===== config.mk =====
export PLATFORM = sky130hd
export DESIGN_NAME = multicycle_ctrl
export DESIGN_NICKNAME = d
export VERILOG_FILES = /design/src/rtl/rv_pkg.sv /design/src/rtl/opclass_dec.sv /design/src/rtl/multicycle_ctrl.sv
export SDC_FILE = /design/constraint.sdc
export NUM_CORES = 1
export LEC_CHECK = 0
export ABC_AREA = 1
export CAP_MARGIN = 30
export CORE_ASPECT_RATIO = 0.8
export CORE_MARGIN = 2
export CORE_UTILIZATION = 45
export CTS_BUF_LIST = sky130_fd_sc_hd__clkbuf_8
export DETAILED_ROUTE_END_ITERATION = 8
export PLACE_DENSITY = 0.76
export SLEW_MARGIN = 20
export SYNTH_ARGS = -nofsm -noshare
export SYNTH_HDL_FRONTEND = slang
export SYNTH_HIERARCHICAL = 1
export SYNTH_SLANG_ARGS = --single-unit
export TNS_END_PERCENT = 10

===== constraint.sdc =====
create_clock -name clk -period 1.9 [get_ports clk]
set_input_delay 0.38 -clock clk [delete_from_list [all_inputs] [get_ports clk]]
set_output_delay 0.38 -clock clk [all_outputs]
set_load 0.01 [all_outputs]

===== src/rtl/rv_pkg.sv =====
// Shared types and opcode constants for the multicycle instruction-sequencing controller.
package rv_pkg;

    // Controller states; the encoding is visible on the state output.
    typedef enum logic [2:0] {
        S_FETCH   = 3'd0,
        S_DECODE  = 3'd1,
        S_EXECUTE = 3'd2,
        S_MEM     = 3'd3,
        S_WB      = 3'd4,
        S_HALT    = 3'd5
    } state_t;

    // Instruction class captured in DECODE and used by every later state.
    typedef enum logic [2:0] {
        OC_NONE,
        OC_ALU,
        OC_LOAD,
        OC_STORE,
        OC_BRANCH,
        OC_JUMP,
        OC_UPPER
    } opclass_t;

    // Major opcodes, instr[6:0].
    localparam logic [6:0] OP_REG    = 7'b0110011;
    localparam logic [6:0] OP_IMM    = 7'b0010011;
    localparam logic [6:0] OP_LOAD   = 7'b0000011;
    localparam logic [6:0] OP_STORE  = 7'b0100011;
    localparam logic [6:0] OP_BRANCH = 7'b1100011;
    localparam logic [6:0] OP_JAL    = 7'b1101111;
    localparam logic [6:0] OP_JALR   = 7'b1100111;
    localparam logic [6:0] OP_LUI    = 7'b0110111;
    localparam logic [6:0] OP_AUIPC  = 7'b0010111;

endpackage


===== src/rtl/opclass_dec.sv =====
// Pure combinational map from major opcode to instruction class.
module opclass_dec
    import rv_pkg::*;
(
    input  logic [6:0] opcode,
    output opclass_t   opclass
);

    // Anything not listed is unsupported and reported as OC_NONE.
    always_comb begin
        case (opcode)
            OP_REG, OP_IMM:    opclass = OC_ALU;
            OP_LOAD:           opclass = OC_LOAD;
            OP_STORE:          opclass = OC_STORE;
            OP_BRANCH:         opclass = OC_BRANCH;
            OP_JAL, OP_JALR:   opclass = OC_JUMP;
            OP_LUI, OP_AUIPC:  opclass = OC_UPPER;
            default:           opclass = OC_NONE;
        endcase
    end

endmodule


===== src/rtl/multicycle_ctrl.sv =====
// Multicycle control FSM: fetch/decode/execute/mem/writeback sequencing,
// retired-instruction counter and sticky illegal-opcode flag.
module multicycle_ctrl
    import rv_pkg::*;
(
    input  logic        clk,
    input  logic        n_rst,
    input  logic [6:0]  opcode,
    input  logic        halt_req,
    input  logic        imem_ready,
    input  logic        dmem_ready,
    output logic        imem_re,
    output logic        ir_we,
    output logic        pc_we,
    output logic        rf_we,
    output logic        dmem_re,
    output logic        dmem_we,
    output logic [2:0]  state,
    output logic        illegal,
    output logic [31:0] instret
);

    state_t      state_q, state_d;
    opclass_t    class_q, class_d;
    opclass_t    dec_class;
    logic        illegal_q, illegal_d;
    logic [31:0] instret_q, instret_d;
    logic        retire;

    opclass_dec u_opclass_dec (
        .opcode  (opcode),
        .opclass (dec_class)
    );

    // State, captured class, sticky flag and counter registers.
    // NOTE: sequential state uses non-blocking assignments so every register
    // samples the pre-edge value of the others, independent of statement order.
    always_ff @(posedge clk or negedge n_rst) begin
        if (!n_rst) begin
            state_q   <= S_FETCH;
            class_q   <= OC_NONE;
            illegal_q <= 1'b0;
            instret_q <= '0;
        end else begin
            state_q   <= state_d;
            class_q   <= class_d;
            illegal_q <= illegal_d;
            instret_q <= instret_d;
        end
    end

    // Next-state logic and strobes; retire is shared by BRANCH, STORE and WB.
    always_comb begin
        // NOTE: every output of this block gets a default first, so no path
        // through the case statement can leave a value held and infer a latch.
        state_d   = state_q;
        class_d   = class_q;
        illegal_d = illegal_q;
        retire    = 1'b0;
        imem_re   = 1'b0;
        ir_we     = 1'b0;
        pc_we     = 1'b0;
        rf_we     = 1'b0;
        dmem_re   = 1'b0;
        dmem_we   = 1'b0;

        case (state_q)
            S_FETCH: begin
                imem_re = 1'b1;
                if (imem_ready) begin
                    ir_we   = 1'b1;
                    state_d = S_DECODE;
                end
            end
            S_DECODE: begin
                class_d = dec_class;
                if (dec_class == OC_NONE) begin
                    illegal_d = 1'b1;
                    state_d   = S_HALT;
                end else begin
                    state_d = S_EXECUTE;
                end
            end
            S_EXECUTE: begin
                case (class_q)
                    OC_BRANCH:         retire  = 1'b1;
                    OC_LOAD, OC_STORE: state_d = S_MEM;
                    default:           state_d = S_WB;
                endcase
            end
            S_MEM: begin
                if (class_q == OC_LOAD) begin
                    dmem_re = 1'b1;
                    if (dmem_ready) state_d = S_WB;
                end else begin
                    dmem_we = 1'b1;
                    if (dmem_ready) retire = 1'b1;
                end
            end
            S_WB: begin
                rf_we  = 1'b1;
                retire = 1'b1;
            end
            S_HALT: begin
                if (!halt_req && !illegal_q) state_d = S_FETCH;
            end
            default: state_d = S_FETCH;
        endcase

        // Retire boundary: the only place a pending halt request is honoured.
        if (retire) begin
            pc_we   = 1'b1;
            state_d = halt_req ? S_HALT : S_FETCH;
        end

        instret_d = instret_q + {31'd0, retire};

        // NOTE: strobes are gated by the asynchronous reset itself so they drop
        // the moment n_rst falls, without waiting for a clock edge.
        if (!n_rst) begin
            imem_re = 1'b0;
            ir_we   = 1'b0;
            pc_we   = 1'b0;
            rf_we   = 1'b0;
            dmem_re = 1'b0;
            dmem_we = 1'b0;
        end
    end

    assign state   = state_q;
    assign illegal = illegal_q;
    assign instret = instret_q;

endmodule


==> commit_impl_results.txt <==
Add synthesis and place-and-route results

- The run finished, with violations left.
- The final reports fail on negative setup slack.
* Type of the most critical hold path: in -> async
- For the finished layout, the period the worst path requires is 2.07 ns.
- Setup slack on the critical path of the routed design comes to -0.174 ns.
- The worst register-to-register path ends at instret[26]$_DFF_PN0_.
- Clock root buffer: sky130_fd_sc_hd__clkbuf_8
* Routed via count divided by cell count: between 4 and 5
- Number of inverters outside the clock class in the layout: 42
- For reference, the mux area share after synthesis is 0%.
- Finish-stage setup viols: 22
- Number of warning messages in the logs: 29
* Total routing resource utilization after global routing: ~22%
* Total number of nets in the final design: approximately 400
* Antenna violation net count after detailed routing: 0
- Cells with a size suffix above 1 make up a little under a quarter of the layout.
* Clock tree from TritonCTS: built
* Synth Area in Compound Gates: ~1.9%
* Number of nets produced by synthesis: between 300 and 400
- Launch point of the worst reg-to-reg path: state[1]$_DFFE_PN0P_
==> report_power, final <==
part	internal [W]	total, W	switching [W]
sequential	0.000931	0.00108	0.000149
clock	0.000247	0.000525	0.000278
combinational	0.000514	0.000996	0.000482
total	0.00169	0.00260	0.000909
==> registers in the layout, indices dropped and copies added (netlist names) <==
register,cells
class_q,3
instret,32
illegal,1
state,3
==> synth_stat cells (all sizes together) <==
cell,instances,area (µm²)
nand2,94,368
inv,42,158
nor2,42,208
dfrtp,39,976
nand3,19,115
nor3,18,100
xor2,15,131
xnor2,8,70.1
o21ai,6,30.0
nand4,4,37.5
ha,2,25.0
nand3b,2,15.0
a21oi,1,5.00
nor3b,1,12.5
nor4,1,6.26
o311ai,1,8.76
or2,1,6.26
final_congestion.png
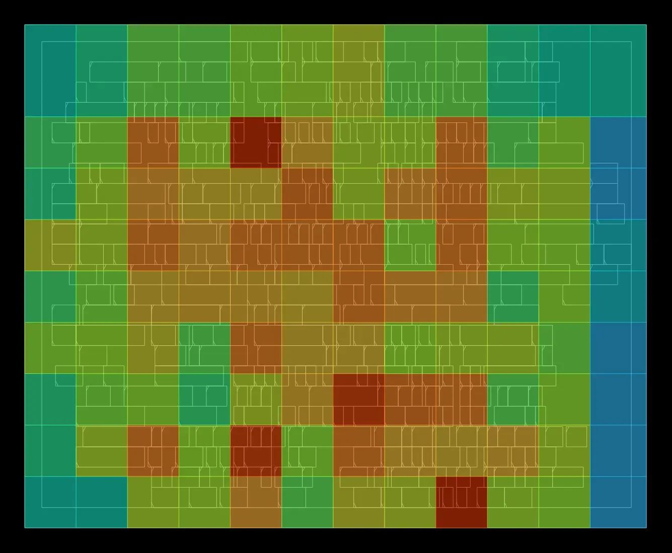
Finished Core Util: 66.7%
most used routing layer in global routing: met2
met2 track demand over resource: 34.5%

zoom.png
The bar under the picture is 10 µm long. Window x 22 to 62, y 0 to 40 µm. Cells in grey, sequential cells in the stronger grey; small squares are vias.
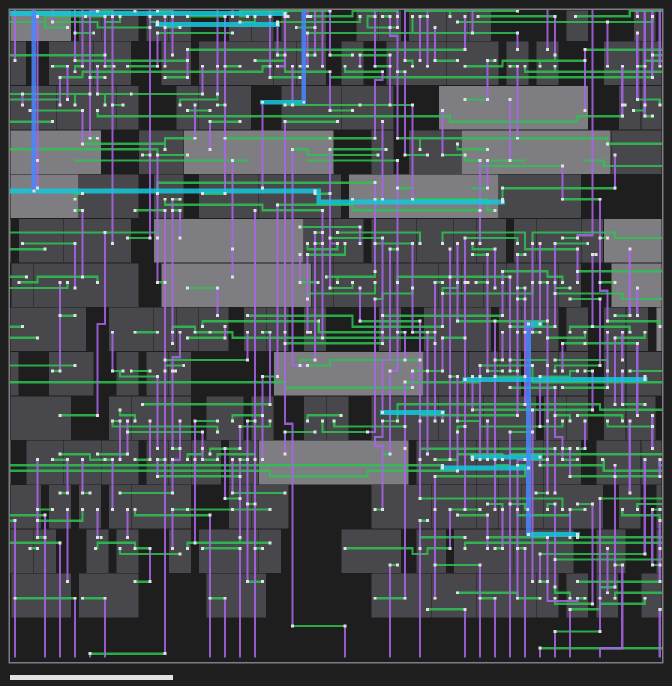
cyan -> met3
blue -> met4
green -> met1
purple -> met2
netlist names of flops here include = instret (5), class_q (3)
most frequent = nand2_1 (41), inv_1 (18), buf_4 (15)
cells with their middle in the window = 163
sequential cells in the window = 9

met2.png
The bar under the picture is 20 µm long.
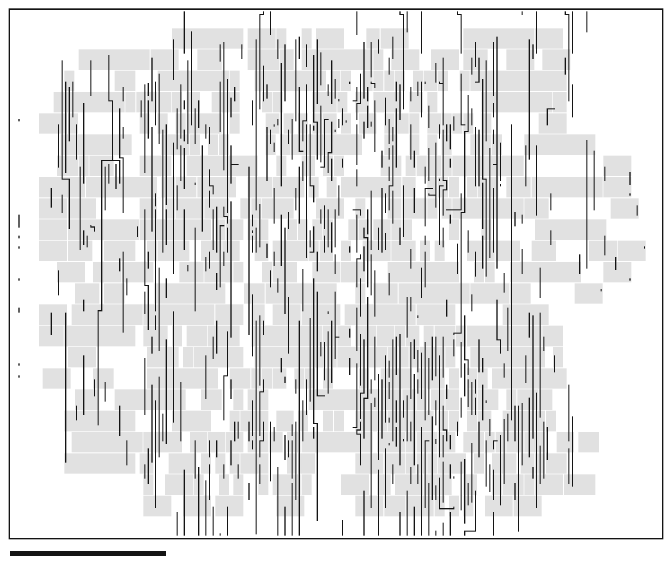
nets with wire on the layer = 346
share of all routed wire = 45%
main direction = vertical
longest straight run = 37.7 µm
wire length on this layer = 2610 µm

drive_strength.png
The bar under the picture is 20 µm long.
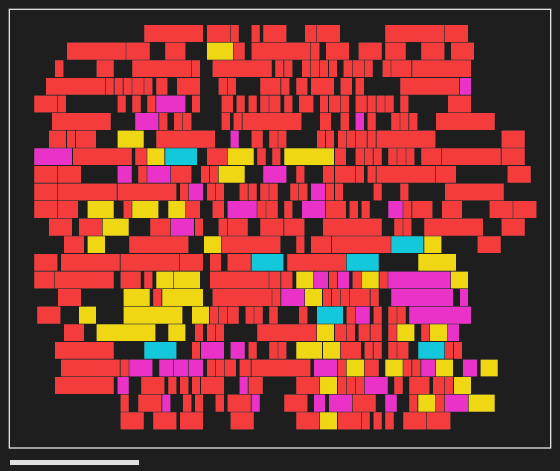
magenta -> drive 2  # cells 42, most used nand3_2
yellow -> drive 3 to 4  # cells 41, most used buf_4
red -> drive 1 or less  # cells 295, most used nand2_1
cyan -> drive 6 and up  # cells 7, most used clkbuf_8

